==> run_1/layer_met3.png <==
(4 px per µm)
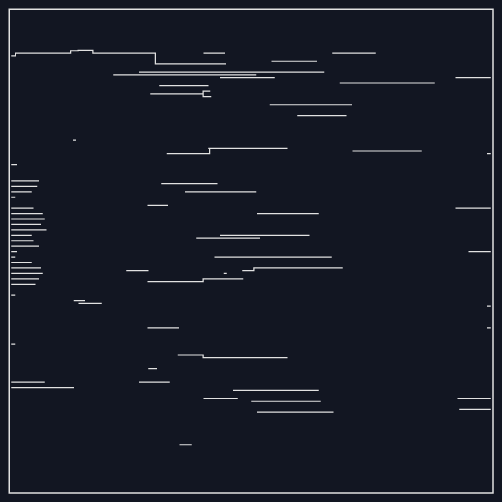
==> run_1/wires.png <==
(2 px per µm)
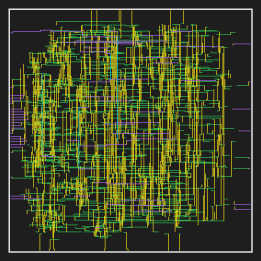
==> run_1/logic_types.png <==
(2 px per µm)
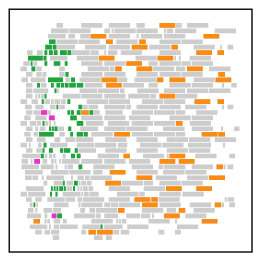
<file path="src/rtl/fir_out_requant.sv">
// FIR output stage: rounds, scales and saturates the wide accumulator result to a
// narrow sample, then buffers it in a first-word-fall-through FIFO with sticky status.
module fir_out_requant #(
  parameter int IN_W       = 33,
  parameter int OUT_W      = 16,
  parameter int SHIFT      = 15,
  parameter int FIFO_DEPTH = 8
) (
  input  logic                            clk,
  input  logic                            rst,
  input  logic [IN_W-1:0]                 data_in,
  input  logic                            valid_in,
  output logic [OUT_W-1:0]                data_out,
  output logic                            valid_out,
  input  logic                            ready_out,
  output logic [$clog2(FIFO_DEPTH):0]     level,
  output logic                            sat_flag,
  output logic                            ovf_flag,
  input  logic                            clr_flags
);

  localparam int PTR_W = $clog2(FIFO_DEPTH);
  localparam int LVL_W = PTR_W + 1;
  localparam int R_W   = IN_W + 1;

  localparam logic signed [R_W-1:0] RND   = R_W'(64'd1 << (SHIFT - 1));
  localparam logic signed [R_W-1:0] Q_MAX = R_W'(2 ** (OUT_W - 1) - 1);
  localparam logic signed [R_W-1:0] Q_MIN = R_W'(-(2 ** (OUT_W - 1)));

  // Stage 1: round half up, arithmetic shift, clip to the output range
  logic signed [R_W-1:0] r_ext;
  logic signed [R_W-1:0] q;
  logic                  clip;
  logic [OUT_W-1:0]      sat_val;

  always_comb begin
    r_ext   = $signed({data_in[IN_W-1], data_in}) + RND;
    q       = r_ext >>> SHIFT;
    clip    = 1'b0;
    sat_val = q[OUT_W-1:0];
    if (q > Q_MAX) begin
      clip    = 1'b1;
      sat_val = {1'b0, {(OUT_W-1){1'b1}}};
    end else if (q < Q_MIN) begin
      clip    = 1'b1;
      sat_val = {1'b1, {(OUT_W-1){1'b0}}};
    end
  end

  logic             s1_valid;
  logic [OUT_W-1:0] s1_data;

  always_ff @(posedge clk or posedge rst) begin
    if (rst) begin
      s1_valid <= 1'b0;
      s1_data  <= '0;
    end else begin
      s1_valid <= valid_in;
      if (valid_in) s1_data <= sat_val;
    end
  end

  // Handshake: a sample transfers on any edge where valid_out=1 and ready_out=1;
  // data_out holds the head entry and stays stable while valid_out=1 and ready_out=0.
  logic [OUT_W-1:0] mem [FIFO_DEPTH];
  logic [PTR_W-1:0] wr_ptr;
  logic [PTR_W-1:0] rd_ptr;
  logic             full;
  logic             pop;
  logic             push_ok;
  logic             drop;

  always_comb begin
    valid_out = (level != '0);
    full      = (level == LVL_W'(FIFO_DEPTH));
    pop       = valid_out & ready_out;
    push_ok   = s1_valid & (~full | pop);
    drop      = s1_valid & full & ~pop;
    data_out  = valid_out ? mem[rd_ptr] : '0;
  end

  always_ff @(posedge clk) begin
    if (push_ok) mem[wr_ptr] <= s1_data;
  end

  always_ff @(posedge clk or posedge rst) begin
    if (rst) begin
      wr_ptr <= '0;
      rd_ptr <= '0;
      level  <= '0;
    end else begin
      if (push_ok) wr_ptr <= wr_ptr + PTR_W'(1);
      if (pop)     rd_ptr <= rd_ptr + PTR_W'(1);
      case ({push_ok, pop})
        2'b10:   level <= level + LVL_W'(1);
        2'b01:   level <= level - LVL_W'(1);
        default: level <= level;
      endcase
    end
  end

  // Set events take priority over a coincident clear
  always_ff @(posedge clk or posedge rst) begin
    if (rst) begin
      sat_flag <= 1'b0;
      ovf_flag <= 1'b0;
    end else begin
      if (valid_in && clip) sat_flag <= 1'b1;
      else if (clr_flags)   sat_flag <= 1'b0;
      if (drop)             ovf_flag <= 1'b1;
      else if (clr_flags)   ovf_flag <= 1'b0;
    end
  end

endmodule

</file>
<file path="config.mk">
export PLATFORM = sky130hd
export DESIGN_NAME = fir_out_requant
export DESIGN_NICKNAME = d
export VERILOG_FILES = /design/src/rtl/fir_out_requant.sv
export SDC_FILE = /design/constraint.sdc
export NUM_CORES = 1
export LEC_CHECK = 0
export CAP_MARGIN = 10
export CORE_MARGIN = 5
export CORE_UTILIZATION = 55
export CTS_BUF_LIST = sky130_fd_sc_hd__clkbuf_8
export DETAILED_ROUTE_END_ITERATION = 7
export HOLD_SLACK_MARGIN = 0.12
export PLACE_DENSITY = 0.73
export REMOVE_ABC_BUFFERS = 1
export SYNTH_ARGS = -nofsm -noshare
export SYNTH_HDL_FRONTEND = slang
export SYNTH_SLANG_ARGS = --single-unit
export TNS_END_PERCENT = 5
</file>
<file path="constraint.sdc">
create_clock -name clk -period 3.05 [get_ports clk]
set_clock_uncertainty 0.15 [all_clocks]
set_input_delay 0.4575 -clock clk [delete_from_list [all_inputs] [get_ports clk]]
set_output_delay 0.4575 -clock clk [all_outputs]
set_load 0.02 [all_outputs]
</file>
==> impl_metrics.tcl, run 1 <==
# collected from the flow reports
set metrics [dict create \
    n_antenna_cell 0 \
    drt_iter0_markers 227 \
    leakage_nw 2.907 \
    grt_pass1_wl_mm 21.00 \
    antenna_found_initial 0 \
    fillers 826 \
    final_util 0.6610 \
    arrival_ps 2340 \
    path_max_fanout 11 \
    hp-class "in -> async" \
    ys_seq_share 0.6793 \
    clkLatencyLatePin_ps 440 \
    final_layout_size_suffix_gt1_frac 0.2222 \
    avgSynthCellArea_um2 16.99 \
    design.core.area_mm2 0.01201 \
    top_usage_layer "met2" \
    ys.flops 157 \
    final_cell_mix "edfxtp_1, mux4_2, clkdlybuf4s50_1" \
    hold_viol_final 0 \
    p_per_area_mw_per_mm2 886.0 \
    maxSlewViolCount 0 \
    portBuffers 46 \
    max_freq_mhz 339.5 \
    setup_tns_ps 0 \
    clock_sinks 157 \
    ctsLongestPathBuffers 2 \
    final-comb-area_mm2 0.002053 \
    syn_inst 396 \
    die_y_um 120.6 \
    fp-utilization 0.5600 \
    outcome "finished clean" \
    ys_cells 396 \
    postCtsHoldBufs 0 \
    gr-total-overflow 0 \
    dr.pass1.iters 4 \
    cp_slowest_cell "clkdlybuf4s50_1" \
    cp_num_buf_inv 2 \
    setup_viol 0 \
    crit_chain "buf_12 > mux4_2 > mux2i_1 > nor2_1 > clkdlybuf4s50_1" \
    synthTopCellsByArea "edfxtp_1, dfrtp_1, mux4_2, mux2i_1, xnor2_1" \
    routed_via_density 5.745 \
    rows 40 \
    ir_drop_v 0.0005454 \
    cts_htree_levels 4 \
    required_ps 2440 \
    ff_type "edfxtp_1" \
    synth_top_area_share 0.5714 \
    drc_errors 0 \
    root_buffer "clkbuf_8" \
]
Back to the opening pictures, layer_met3.png:
wire length on this layer: 779 µm
main direction: horizontal
share of all routed wire: 6.0%
longest straight run: 46.0 µm
nets with wire on the layer: 52
WL final: 12.92 mm
via count: 3585
GR Util met3: 0.04490

Back to the opening pictures, wires.png:
[metal 2] yellow | wire length: 6830 µm
[metal 4] cyan | wire length: 136 µm
[metal 1] green | wire length: 5180 µm
[metal 3] purple | wire length: 779 µm
GRT Util Overall: 0.1949
routed len/inst: 20.71 µm

Back to the opening pictures, logic_types.png:
[AND-OR and OR-AND gates] magenta | cells: 4 | where: west
[multiplexers] orange | cells: 51
[NAND gates] green | cells: 69
most frequent logic cell in the layout: edfxtp_1
Comb area share: 0.2586
Layout Cells excl Fill: 624

## run 1: stage by stage
stage | area (µm²) | hold slack (ps) | power [W] | instances
after floorplan | 6645 | 331.1 | 0.004449 | 380
after global placement | 7462 | 324.3 | 0.005424 | 590
after detailed placement | 7462 | 348.3 | 0.005491 | 590
after CTS | 7933 | 364.8 | 0.007132 | 624
after global routing | 7940 | 389.4 | 0.007401 | 624
final | 7940 | 345.1 | 0.007035 | 624
## run 1: layer usage
layer  vias up  routed length, µm
li1       1652                  -
met1      1819               5183
met3        10                779
met5         -                  0
met4         0                136
met2       104               6825
## run 1: synth_stat cells (6+ instances only)
library cell / instances
clkbuf_1: 8
nand2b_1: 15
edfxtp_1: 128
nand3_2: 10
mux4_2: 32
nand2_1: 19
nor3_1: 8
nor2_1: 28
xnor2_1: 13
mux2i_1: 17
inv_1: 11
dfrtp_1: 29
xor2_1: 8
nand3_1: 18
ha_1: 6
## run 1: power breakdown
| group | internal, W | total (W) | switching, W |
|---|---|---|---|
| registers | 0.00270 | 0.00294 | 0.000246 |
| logic | 0.00118 | 0.00240 | 0.00122 |
| clock network | 0.000916 | 0.00169 | 0.000772 |
## run 1: logic make-up after synthesis
kind of cell | after synthesis | share of synthesized area
AND-OR/OR-AND | 18 | 0.02046
buffers and inverters | 27 | 0.01823
XOR/XNOR | 21 | 0.02734
adder cells (fa/ha/maj) | 7 | 0.01414
multiplexers | 51 | 0.1358
AND/OR/NAND/NOR | 115 | 0.1047
flip-flops | 157 | 0.6793
## run 1: state kept, by name (all words and copies together) (netlist names)
signal,count
s1_valid,1
ovf_flag,1
wr_ptr,3
s1_data,16
rd_ptr,3
level,4
sat_flag,1
mem,128
## run 1: worst paths after layout
kind / from / cells past startpoint / end / slack (ps)
max: rd_ptr[0] / 5 / data_out[10] / 100
min: rst / 2 / ovf_flag / 350
max reg2reg: level[0] / 11 / level[3] / 430
min reg2reg: ovf_flag / 1 / ovf_flag / 370
max in group asynchronous: rst / 3 / s1_data[3] / 1750
min in group clk: ovf_flag / 1 / ovf_flag / 370
## run 1: worst register-to-register path, stage by stage (launching register included)
cell and delay [ps]:
dfrtp_1 480, nor3_1 240, nand3b_1 140, and2_1 230
inv_1 120, ha_1 220, ha_1 250, a21o_1 170
a21oi_1 180, xnor2_1 140, nor2_1 60, xor2_1 140
## run 1: repair_timing
item	in CTS	in global routing
setup buffers	1	0
cloned	1	0
pin swaps	0	0
resized	13	3
setup endpoints to repair	14	3
## run 1: layout make-up
type | count | area share
repair buffers | 65 | 0.08178
well taps | 147 | 0.02316
clock inverters | 14 | 0.02442
multi-input cells | 212 | 0.2586
inverters | 11 | 0.005200
flip-flops and latches | 157 | 0.5756
clock buffers | 18 | 0.03120
==> run 2, diff against run 1 <==
==> constraint.sdc (replaced) <==
create_clock -name clk -period 3.05 [get_ports clk]
set_clock_uncertainty 0.15 [all_clocks]
set_input_delay 0.7625 -clock clk [delete_from_list [all_inputs] [get_ports clk]]
set_output_delay 0.7625 -clock clk [all_outputs]
set_load 0.02 [all_outputs]
==> run 2 against run 1 <==
Effect of this change:
- the flow now finishes with violations (negative setup slack)
- combinational power rose by 9.6%
- global-route usage down 0.66 points
- sequential power barely moved
- critical endpoint unchanged
- largest power group unchanged
==> impl_metrics.tcl, run 2 <==
# collected from the flow reports
set metrics [dict create \
    final_util 0.6769 \
    violations "negative setup slack" \
    yosys-top-cells-count "edfxtp_1, mux4_2, dfrtp_1, nor2_1, nand2_1" \
    crit_chain "buf_6 > buf_16 > buf_6 > mux4_2 > mux2i_1 > nor2_1 > buf_4" \
    fin_area_mm2 0.008130 \
    arrival_ps 2160 \
    r2r_setup_slack_ps 530 \
    design.core.area_mm2 0.01201 \
    portBuffers 46 \
    max_freq_mhz 325.6 \
    root_buffer "clkbuf_8" \
    layout_top_cell "edfxtp_1" \
    die_y_um 120.6 \
    required_ps 2140 \
    grt_pass1_wl_mm 20.51 \
    ctsLongestPathBuffers 2 \
    hp-class "reg -> reg" \
    cp_slowest_cell "dfrtp_2" \
    final_cells 649 \
    drc_errors 0 \
    fillers 829 \
    clock_sinks 157 \
    routedWlPerCell_um 20.32 \
    leakage_nw 2.981 \
    ys.flops 157 \
    outcome "finished, violations left" \
    grt.total_usage 0.1884 \
    power_w 0.006913 \
    antenna_found_initial 0 \
    vias 3720 \
    final_cell_mix "edfxtp_1, mux4_2, clkdlybuf4s50_1" \
    gr-total-overflow 0 \
    setup_viol 1 \
    ys_seq_share 0.6793 \
    dr.pass1.iters 4 \
    hold_viol_final 0 \
    setup_slack_ps -21.06 \
    dp.cells 607 \
    synthTopCellsByArea "edfxtp_1, dfrtp_1, mux4_2, mux2i_1, xnor2_1" \
    drt_iter0_markers 268 \
    avgSynthCellArea_um2 16.99 \
    synth_top_area_share 0.5714 \
    placed_area_mm2 0.007702 \
    postCtsHoldBufs 0 \
    final_layout_size_suffix_gt1_frac 0.2968 \
    wirelength_mm 13.19 \
    largest_reg_flops 128 \
    p_per_area_mw_per_mm2 850.3 \
    fp-utilization 0.5600 \
]
run 2: area by class of cell:
| type | count | area, µm² | share of cell area |
|---|---|---|---|
| flip-flops and latches | 157 | 4572 | 0.5623 |
| multi-input cells | 212 | 2053 | 0.2525 |
| repair buffers | 90 | 929.6 | 0.1143 |
| clock buffers | 17 | 234.0 | 0.02878 |
| well taps | 147 | 183.9 | 0.02262 |
| clock inverters | 15 | 116.4 | 0.01431 |
| inverters | 11 | 41.29 | 0.005078 |
run 2: cells by family after synthesis:
| kind of cell | Yosys count | synth area share |
|---|---|---|
| compound gates | 18 | 0.02046 |
| xor+xnor | 21 | 0.02734 |
| fa+ha+maj | 7 | 0.01414 |
| buf+inv | 27 | 0.01823 |
| flops | 157 | 0.6793 |
| mux | 51 | 0.1358 |
| simple gates | 115 | 0.1047 |
run 2: worst register-to-register path, stage by stage (launching register included):
cell and delay, ps:
dfrtp_2 470, nor4_4 290, buf_6 230, nor2b_1 90, ha_1 220, ha_1 270
a21o_1 180, a21oi_1 160, xnor2_1 140, nor2_1 70, xor2_1 140
run 2: worst paths after layout:
kind                           start            to  depth (start not counted)
min in group asynchronous        rst    s1_data[9]                          3
max                        rd_ptr[0]  data_out[10]                          7
min                         ovf_flag      ovf_flag                          1
max in group asynchronous        rst     rd_ptr[0]                          3
min reg2reg                 ovf_flag      ovf_flag                          1
max reg2reg                 level[0]      level[3]                         10
run 2: through the flow:
step                hold slack [ps]  setup TNS [ps]
finish                        346.0          -21.06
global route                  387.7          -544.9
CTS                           358.1          -541.6
detailed placement            324.9          -5.335
global placement              323.3               0
floorplan                     331.1           -2914
run 2: metal layers:
| layer | up-vias | wire length, µm | track usage |
|---|---|---|---|
| met1 | 1878 | 5655 | 0.2560 |
| met5 | - | 0 | 0 |
| met2 | 113 | 6685 | 0.3088 |
| li1 | 1717 | - | - |
| met3 | 12 | 630 | 0.04397 |
| met4 | 0 | 216 | 0.05241 |
run 2: what timing repair did:
| action | 4_1_cts | 5_1_grt |
|---|---|---|
| setup buffers | 1 | 6 |
| gates cloned | 1 | 2 |
| resized | 42 | 23 |
| setup endpoints to repair | 17 | 17 |
run 2: report_power, final:
group	total, W	internal (W)	switching [W]
sequential	0.00294	0.00270	0.000242
clock	0.00134	0.000573	0.000765
combinational	0.00263	0.00132	0.00131
total	0.00691	0.00459	0.00232
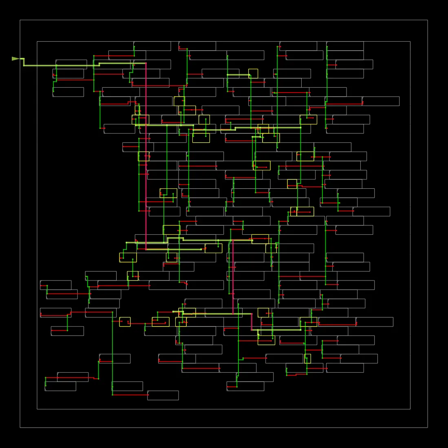
(run_2/clocks.png)
power in the clock group: 0.00134 W
Clk Latency, worst-skew pair: 430 ps
CLK BUF: 17

==> run 3, diff against run 2 <==
--- a/config.mk
+++ b/config.mk
@@ -12,8 +12,9 @@
 export DETAILED_ROUTE_END_ITERATION = 7
 export HOLD_SLACK_MARGIN = 0.12
 export PLACE_DENSITY = 0.73
+export RECOVER_POWER = 100
 export REMOVE_ABC_BUFFERS = 1
 export SYNTH_ARGS = -nofsm -noshare
 export SYNTH_HDL_FRONTEND = slang
 export SYNTH_SLANG_ARGS = --single-unit
-export TNS_END_PERCENT = 5
+export TNS_END_PERCENT = 30
==> run 3 against run 2 <==
Effect of this change:
- the flow now finishes without violations
- synthesized cell count unchanged
- utilization shrank 1.3 points
- power fell by 1.4%
- largest cell class unchanged
==> impl_metrics.tcl, run 3 <==
# collected from the flow reports
set metrics [dict create \
    postCtsHoldBufs 0 \
    p_seq_frac 0.429 \
    portBuffers 46 \
    grt_pass1_wl_mm 20.62 \
    pwr-share-comb 0.374 \
    clock_sinks 157 \
    netSwitchingPower_w 0.002288 \
    p_per_area_mw_per_mm2 854.9 \
    outcome "finished clean" \
    die_y_um 120.6 \
    root_buffer "clkbuf_8" \
    hp-class "reg -> reg" \
    r2r_setup_slack_ps 540 \
    cp_slowest_cell "mux4_2" \
    drt_iter0_markers 253 \
    final_cells 648 \
    p_int_w 0.004527 \
    clock_power_share 0.197 \
    yosysMostFrequentCell "edfxtp_1" \
    ir_drop_v 0.0005271 \
    crit_chain "buf_4 > buf_12 > mux4_2 > mux2i_2 > nor2_1 > buf_2" \
    arrival_ps 2080 \
    fillers 855 \
    maxSlewViolCount 0 \
    yosys-top-cells-count "edfxtp_1, mux4_2, dfrtp_1, nor2_1, nand2_1" \
    cts_htree_levels 4 \
    final_cell_mix "edfxtp_1, mux4_2, nor2_1" \
    leakage_nw 2.911 \
    power_w 0.006815 \
    antenna_found_initial 0 \
    largest_reg_flops 128 \
    hold_viol_final 0 \
    dp.cells 607 \
    setup_viol 0 \
    ff_type "edfxtp_1" \
]
==> run 3: cell counts after synthesis <==
Identical to the previous run, type by type.
==> run 3: kinds of logic after synthesis <==
family	synth area share
AND-OR/OR-AND	0.02046
XOR/XNOR	0.02734
adder cells (fa/ha/maj)	0.01414
buffers and inverters	0.01823
flip-flops	0.6793
multiplexers	0.1358
AND/OR/NAND/NOR	0.1047
==> run 3: critical path: cells and delay by family (launching register included) <==
kind | cells | cell delay [ps]
muxes | 2 | 730
and+or+nand+nor | 1 | 60
DFF | 1 | 420
buffers and inverters | 3 | 440
==> run 3: what timing repair did <==
| action | 4_1_cts | 5_1_grt |
|---|---|---|
| resized | 59 | 8 |
| setup buffers | 3 | 5 |
| cloned | 1 | 0 |
| endpoints found under the setup margin | 17 | 9 |
==> run 3: layer usage <==
| metal | vias up | track usage | part of all wire |
|---|---|---|---|
| met2 | 118 | 0.3105 | 0.50 |
| li1 | 1715 | - | - |
| met5 | - | 0 | 0 |
| met4 | 0 | 0.05241 | 0.0085 |
| met3 | 9 | 0.04584 | 0.058 |
| met1 | 1899 | 0.2567 | 0.43 |
==> run 3: worst paths after layout <==
kind                       cells past startpoint            to       from
setup reg to reg                              10      level[3]   level[0]
max in group asynchronous                      3     rd_ptr[0]        rst
setup / recovery                               6  data_out[15]  rd_ptr[0]
hold / removal                                 1      ovf_flag   ovf_flag
min in group asynchronous                      3   s1_data[14]        rst
hold reg to reg                                1      ovf_flag   ovf_flag
==> run 3: final cells by class <==
cell class              count  area [µm²]  share of cell area
flip-flops and latches    157        4572              0.5734
multi-input cells         212        2018              0.2531
repair buffers             89       807.0              0.1012
clock buffers              17       234.0             0.02935
well taps                 147       183.9             0.02307
clock inverters            15       116.4             0.01460
inverters                  11       41.29            0.005179
==> run 3: power groups by stage <==
stage               clock [W]  combinational, W  sequential (W)
floorplan                   0           0.00135         0.00310
detailed placement          0           0.00264         0.00297
global placement            0           0.00259         0.00294
CTS                   0.00136           0.00259         0.00292
global route          0.00147           0.00277         0.00296
finish                0.00134           0.00255         0.00292
==> run 3: per-stage QoR <==
stage	hold slack [ps]	TNS (ps)	instance area [µm²]	utilization	setup slack [ps]
after floorplan	331.1	-2914	6645	-	-176.8
after global placement	323.3	0	7702	0.6413	41.52
after detailed placement	324.9	-5.335	7702	0.6413	-5.335
after CTS	358.1	-24.47	8055	0.6706	-24.47
after global routing	389.0	-296.5	7973	0.6638	-50.34
final	341.6	0	7973	0.6638	58.12
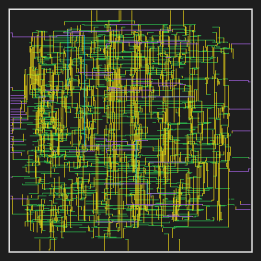
(run_3/wires.png)
(2 px per µm)
[metal 3] purple | wire length: 735 µm
[metal 1] green | wire length: 5520 µm
[metal 4] cyan | wire length: 110 µm
[metal 2] yellow | wire length: 6410 µm
WL final: 12.77 mm
GRT Util Overall: 0.1895
via count: 3741
routed len/inst: 19.71 µm

Power figures rest on the tool's default switching activity, not on a simulated workload.
